### src/rtl/axi_zero_init.sv
// AXI4 master that clears a memory region with all-zero INCR write bursts.
// Optional read-back verification is compiled in with AXI_ZERO_INIT_READBACK_EN.
package axi_zero_init_pkg;
  localparam int unsigned AW = 64, DW = 64, IW = 4, UW = 1;
  typedef struct packed {
    logic [IW-1:0] id; logic [AW-1:0] addr; logic [7:0] len; logic [2:0] size;
    logic [1:0] burst; logic lock; logic [3:0] cache; logic [2:0] prot;
    logic [3:0] qos; logic [3:0] region; logic [5:0] atop; logic [UW-1:0] user;
  } aw_chan_t;
  typedef struct packed {
    logic [DW-1:0] data; logic [DW/8-1:0] strb; logic last; logic [UW-1:0] user;
  } w_chan_t;
  typedef struct packed {
    logic [IW-1:0] id; logic [1:0] resp; logic [UW-1:0] user;
  } b_chan_t;
  typedef struct packed {
    logic [IW-1:0] id; logic [AW-1:0] addr; logic [7:0] len; logic [2:0] size;
    logic [1:0] burst; logic lock; logic [3:0] cache; logic [2:0] prot;
    logic [3:0] qos; logic [3:0] region; logic [UW-1:0] user;
  } ar_chan_t;
  typedef struct packed {
    logic [IW-1:0] id; logic [DW-1:0] data; logic [1:0] resp; logic last; logic [UW-1:0] user;
  } r_chan_t;
  typedef struct packed {
    aw_chan_t aw; logic aw_valid; w_chan_t w; logic w_valid; logic b_ready;
    ar_chan_t ar; logic ar_valid; logic r_ready;
  } axi_req_t;
  typedef struct packed {
    logic aw_ready; logic ar_ready; logic w_ready; logic b_valid; b_chan_t b;
    logic r_valid; r_chan_t r;
  } axi_resp_t;
endpackage

module axi_zero_init #(
  parameter type axi_req_t  = axi_zero_init_pkg::axi_req_t,
  parameter type axi_resp_t = axi_zero_init_pkg::axi_resp_t,
  parameter int unsigned AddrWidth = 64,
  parameter int unsigned DataWidth = 64,
  parameter int unsigned IdWidth   = 4,
  parameter int unsigned AxiId     = 0,
  parameter int unsigned MaxBeats  = 16
) (
  input  logic                 clk_i,
  input  logic                 rst_i,
  input  logic                 start_i,
  input  logic [AddrWidth-1:0] base_addr_i,
  input  logic [AddrWidth-1:0] len_i,
  output logic                 busy_o,
  output logic                 done_o,
  output logic                 err_o,
  output axi_req_t             axi_req_o,
  input  axi_resp_t            axi_resp_i
);
  localparam int unsigned Bytes   = DataWidth / 8;
  localparam int unsigned SizeLog = $clog2(Bytes);

  typedef enum logic [2:0] {
    IDLE, AW, W, BRESP, FIN
`ifdef AXI_ZERO_INIT_READBACK_EN
    , AR, R
`endif
  } state_e;

  state_e state_q;
  logic [AddrWidth-1:0] addr_q, rem_q, nxt_addr, nxt_rem, start_addr, start_beats;
  logic [8:0] beats_q, cnt_q;
  logic aw_valid_q, w_valid_q, b_ready_q, r_ready_q, busy_q, done_q, err_q, last_beat;
`ifdef AXI_ZERO_INIT_READBACK_EN
  logic [AddrWidth-1:0] base_q, tot_q;
  logic ar_valid_q;
`endif

  // Burst length limited by remaining beats, MaxBeats and the 4 KiB page end.
  function automatic logic [8:0] calc_beats(input logic [11:0] off, input logic [AddrWidth-1:0] r);
    logic [AddrWidth-1:0] room, n;
    room = AddrWidth'((13'd4096 - {1'b0, off}) >> SizeLog);
    n = AddrWidth'(MaxBeats);
    if (room < n) n = room;
    if (r < n) n = r;
    return n[8:0];
  endfunction

  assign start_addr  = base_addr_i & ~AddrWidth'(Bytes - 1);
  assign start_beats = len_i >> SizeLog;
  assign nxt_addr    = addr_q + (AddrWidth'(beats_q) << SizeLog);
  assign nxt_rem     = rem_q - AddrWidth'(beats_q);
  assign last_beat   = (cnt_q == beats_q - 9'd1);

  always_ff @(posedge clk_i or posedge rst_i) begin
    if (rst_i) begin
      state_q <= IDLE; addr_q <= '0; rem_q <= '0; beats_q <= 9'd1; cnt_q <= '0;
      aw_valid_q <= 1'b0; w_valid_q <= 1'b0; b_ready_q <= 1'b0; r_ready_q <= 1'b0;
      busy_q <= 1'b0; done_q <= 1'b0; err_q <= 1'b0;
`ifdef AXI_ZERO_INIT_READBACK_EN
      base_q <= '0; tot_q <= '0; ar_valid_q <= 1'b0;
`endif
    end else begin
      r_ready_q <= 1'b1;
      done_q    <= 1'b0;
      case (state_q)
        IDLE: if (start_i) begin
          err_q <= 1'b0; busy_q <= 1'b1;
          addr_q <= start_addr; rem_q <= start_beats;
`ifdef AXI_ZERO_INIT_READBACK_EN
          base_q <= start_addr; tot_q <= start_beats;
`endif
          if (start_beats != '0) begin
            beats_q <= calc_beats(start_addr[11:0], start_beats);
            aw_valid_q <= 1'b1; state_q <= AW;
          end else state_q <= FIN;
        end
        AW: if (axi_resp_i.aw_ready) begin
          aw_valid_q <= 1'b0; w_valid_q <= 1'b1; cnt_q <= '0; state_q <= W;
        end
        W: if (axi_resp_i.w_ready) begin
          if (last_beat) begin
            w_valid_q <= 1'b0; b_ready_q <= 1'b1; state_q <= BRESP;
          end else cnt_q <= cnt_q + 9'd1;
        end
        BRESP: if (axi_resp_i.b_valid) begin
          b_ready_q <= 1'b0; addr_q <= nxt_addr; rem_q <= nxt_rem;
          if (axi_resp_i.b.resp[1]) begin
            err_q <= 1'b1; state_q <= FIN;
          end else if (nxt_rem != '0) begin
            beats_q <= calc_beats(nxt_addr[11:0], nxt_rem);
            aw_valid_q <= 1'b1; state_q <= AW;
          end else begin
`ifdef AXI_ZERO_INIT_READBACK_EN
            addr_q <= base_q; rem_q <= tot_q;
            beats_q <= calc_beats(base_q[11:0], tot_q);
            ar_valid_q <= 1'b1; state_q <= AR;
`else
            state_q <= FIN;
`endif
          end
        end
`ifdef AXI_ZERO_INIT_READBACK_EN
        AR: if (axi_resp_i.ar_ready) begin
          ar_valid_q <= 1'b0; cnt_q <= '0; state_q <= R;
        end
        // Read errors are recorded but the whole region is still walked.
        R: if (axi_resp_i.r_valid) begin
          if (axi_resp_i.r.data != '0 || axi_resp_i.r.resp[1]) err_q <= 1'b1;
          if (last_beat) begin
            addr_q <= nxt_addr; rem_q <= nxt_rem;
            if (nxt_rem != '0) begin
              beats_q <= calc_beats(nxt_addr[11:0], nxt_rem);
              ar_valid_q <= 1'b1; state_q <= AR;
            end else state_q <= FIN;
          end else cnt_q <= cnt_q + 9'd1;
        end
`endif
        FIN: begin
          busy_q <= 1'b0; done_q <= 1'b1; state_q <= IDLE;
        end
        default: state_q <= IDLE;
      endcase
    end
  end

  always_comb begin
    axi_req_o = '0;
    axi_req_o.aw_valid = aw_valid_q;
    if (aw_valid_q) begin
      axi_req_o.aw.id    = IdWidth'(AxiId);
      axi_req_o.aw.addr  = addr_q;
      axi_req_o.aw.len   = 8'(beats_q - 9'd1);
      axi_req_o.aw.size  = 3'(SizeLog);
      axi_req_o.aw.burst = 2'b01;
    end
    axi_req_o.w_valid = w_valid_q;
    if (w_valid_q) begin
      axi_req_o.w.strb = '1;
      axi_req_o.w.last = last_beat;
    end
    axi_req_o.b_ready = b_ready_q;
    axi_req_o.r_ready = r_ready_q;
`ifdef AXI_ZERO_INIT_READBACK_EN
    axi_req_o.ar_valid = ar_valid_q;
    if (ar_valid_q) begin
      axi_req_o.ar.id    = IdWidth'(AxiId);
      axi_req_o.ar.addr  = addr_q;
      axi_req_o.ar.len   = 8'(beats_q - 9'd1);
      axi_req_o.ar.size  = 3'(SizeLog);
      axi_req_o.ar.burst = 2'b01;
    end
`endif
  end

  logic unused_resp;
  assign unused_resp = ^axi_resp_i;

  assign busy_o = busy_q;
  assign done_o = done_q;
  assign err_o  = err_q;
endmodule

### config.mk
export PLATFORM = sky130hd
export DESIGN_NAME = axi_zero_init
export DESIGN_NICKNAME = d
export VERILOG_FILES = /design/src/rtl/axi_zero_init.sv
export SDC_FILE = /design/constraint.sdc
export NUM_CORES = 1
export LEC_CHECK = 0
export CORE_AREA = 2 2 192 194
export CTS_BUF_LIST = sky130_fd_sc_hd__clkbuf_4
export CTS_CLUSTER_DIAMETER = 40
export DETAILED_ROUTE_END_ITERATION = 10
export DIE_AREA = 0 0 194 196
export GPL_TIMING_DRIVEN = 0
export PLACE_DENSITY = 0.8
export SYNTH_ARGS = -nofsm -noshare
export SYNTH_HDL_FRONTEND = slang
export SYNTH_SLANG_ARGS = --single-unit
### constraint.sdc
create_clock -name clk_i -period 6.45 [get_ports clk_i]
set_input_delay 1.29 -clock clk_i [delete_from_list [all_inputs] [get_ports clk_i]]
set_output_delay 1.29 -clock clk_i [all_outputs]
set_load 0.02 [all_outputs]
**Congestion heat map**

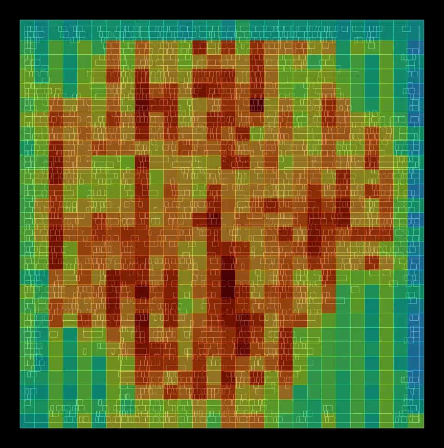
drt wl/cell: 20.07 µm
routing usage on met2: 46.72%
Core Util, Final: 49.42%
met3 usage: 4.091%

**Cell classes on the final placement**

(2 px per µm) Fill, decap, tap and diode cells in grey.
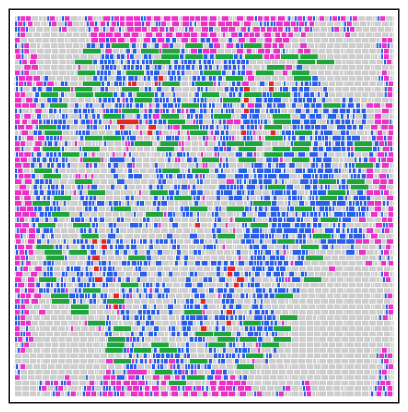
- all other logic: blue (cells 1614; share of their area 52%)
- flops: green (cells 153; share of their area 22%)
- clock drivers and dummy loads: red (cells 32; share of their area 1.6%)
- other buffers and delay cells: magenta (cells 534; share of their area 24%)

==> out/metrics.cfg <==
[final_timing]
finalMaxSlewViolations=0
tightest_slew_ns=1.055

[power]
power_frac_comb_pct=67.1
p_int_mw=3.551
switching_share_pct=54.74

[finish]
top_register=rem_q
comb_share_pct=49.09
syn_to_final_growth_pct=27.48
largest_reg_flops=64
register_area_mm2=0.003830
clk_share_pct=1.586

[synthesis]
ys_async_sr_fraction_pct=100.0
flop_cell=dfrtp_1
ys_warn_count=0
ys_sh_aoi_pct=21.95
synthAdderAreaFrac_pct=3.864
ys.flops=153

[clocking]
ctsLongestPathBuffers=2
clk_latency_ns=0.63

[drt]
vias=15870
wl_met1_um=22740
antenna_left=0

[die]
tapCellCount=468
pin_count=499
core_mm2=0.03608

[worst_setup_path]
cpLargestDelayFamily=simple AND/OR/NAND/NOR gates
ff2ff_path_depth=14
path_common_cell=nor3_1
arrival_ns=6.07
startpoint=beats_q[0]
cp.required_ns=7.02

[run_status]
outcome=finished clean

[global_route]
grt.overflow.total=0

[min_path]
min_path_cells=1

**Routed clock nets over the placement**

(3 px per µm)
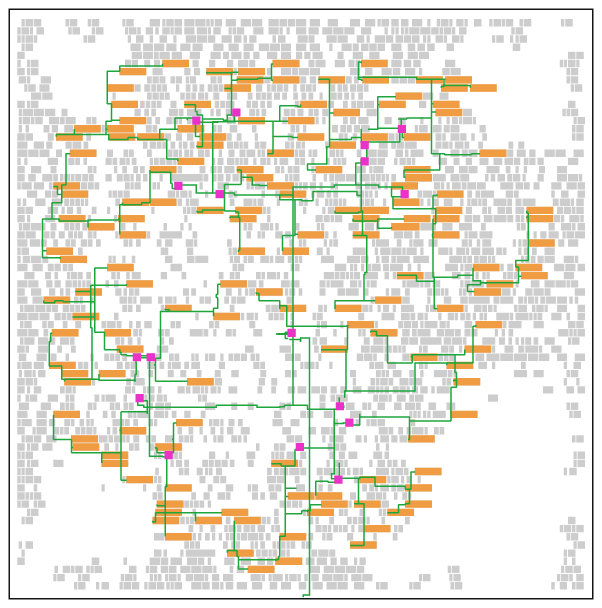
- cells driving clock nets: magenta (count 17)
- flip-flops: orange (count 153)
- clock wires: green (length 2400 µm)
- flops lie: all over the die
- routed clock nets: 18
Clock power frac: 8.4%
clk pwr: 0.661 mW

No activity file was given, so power comes from the tool's default toggle rates.
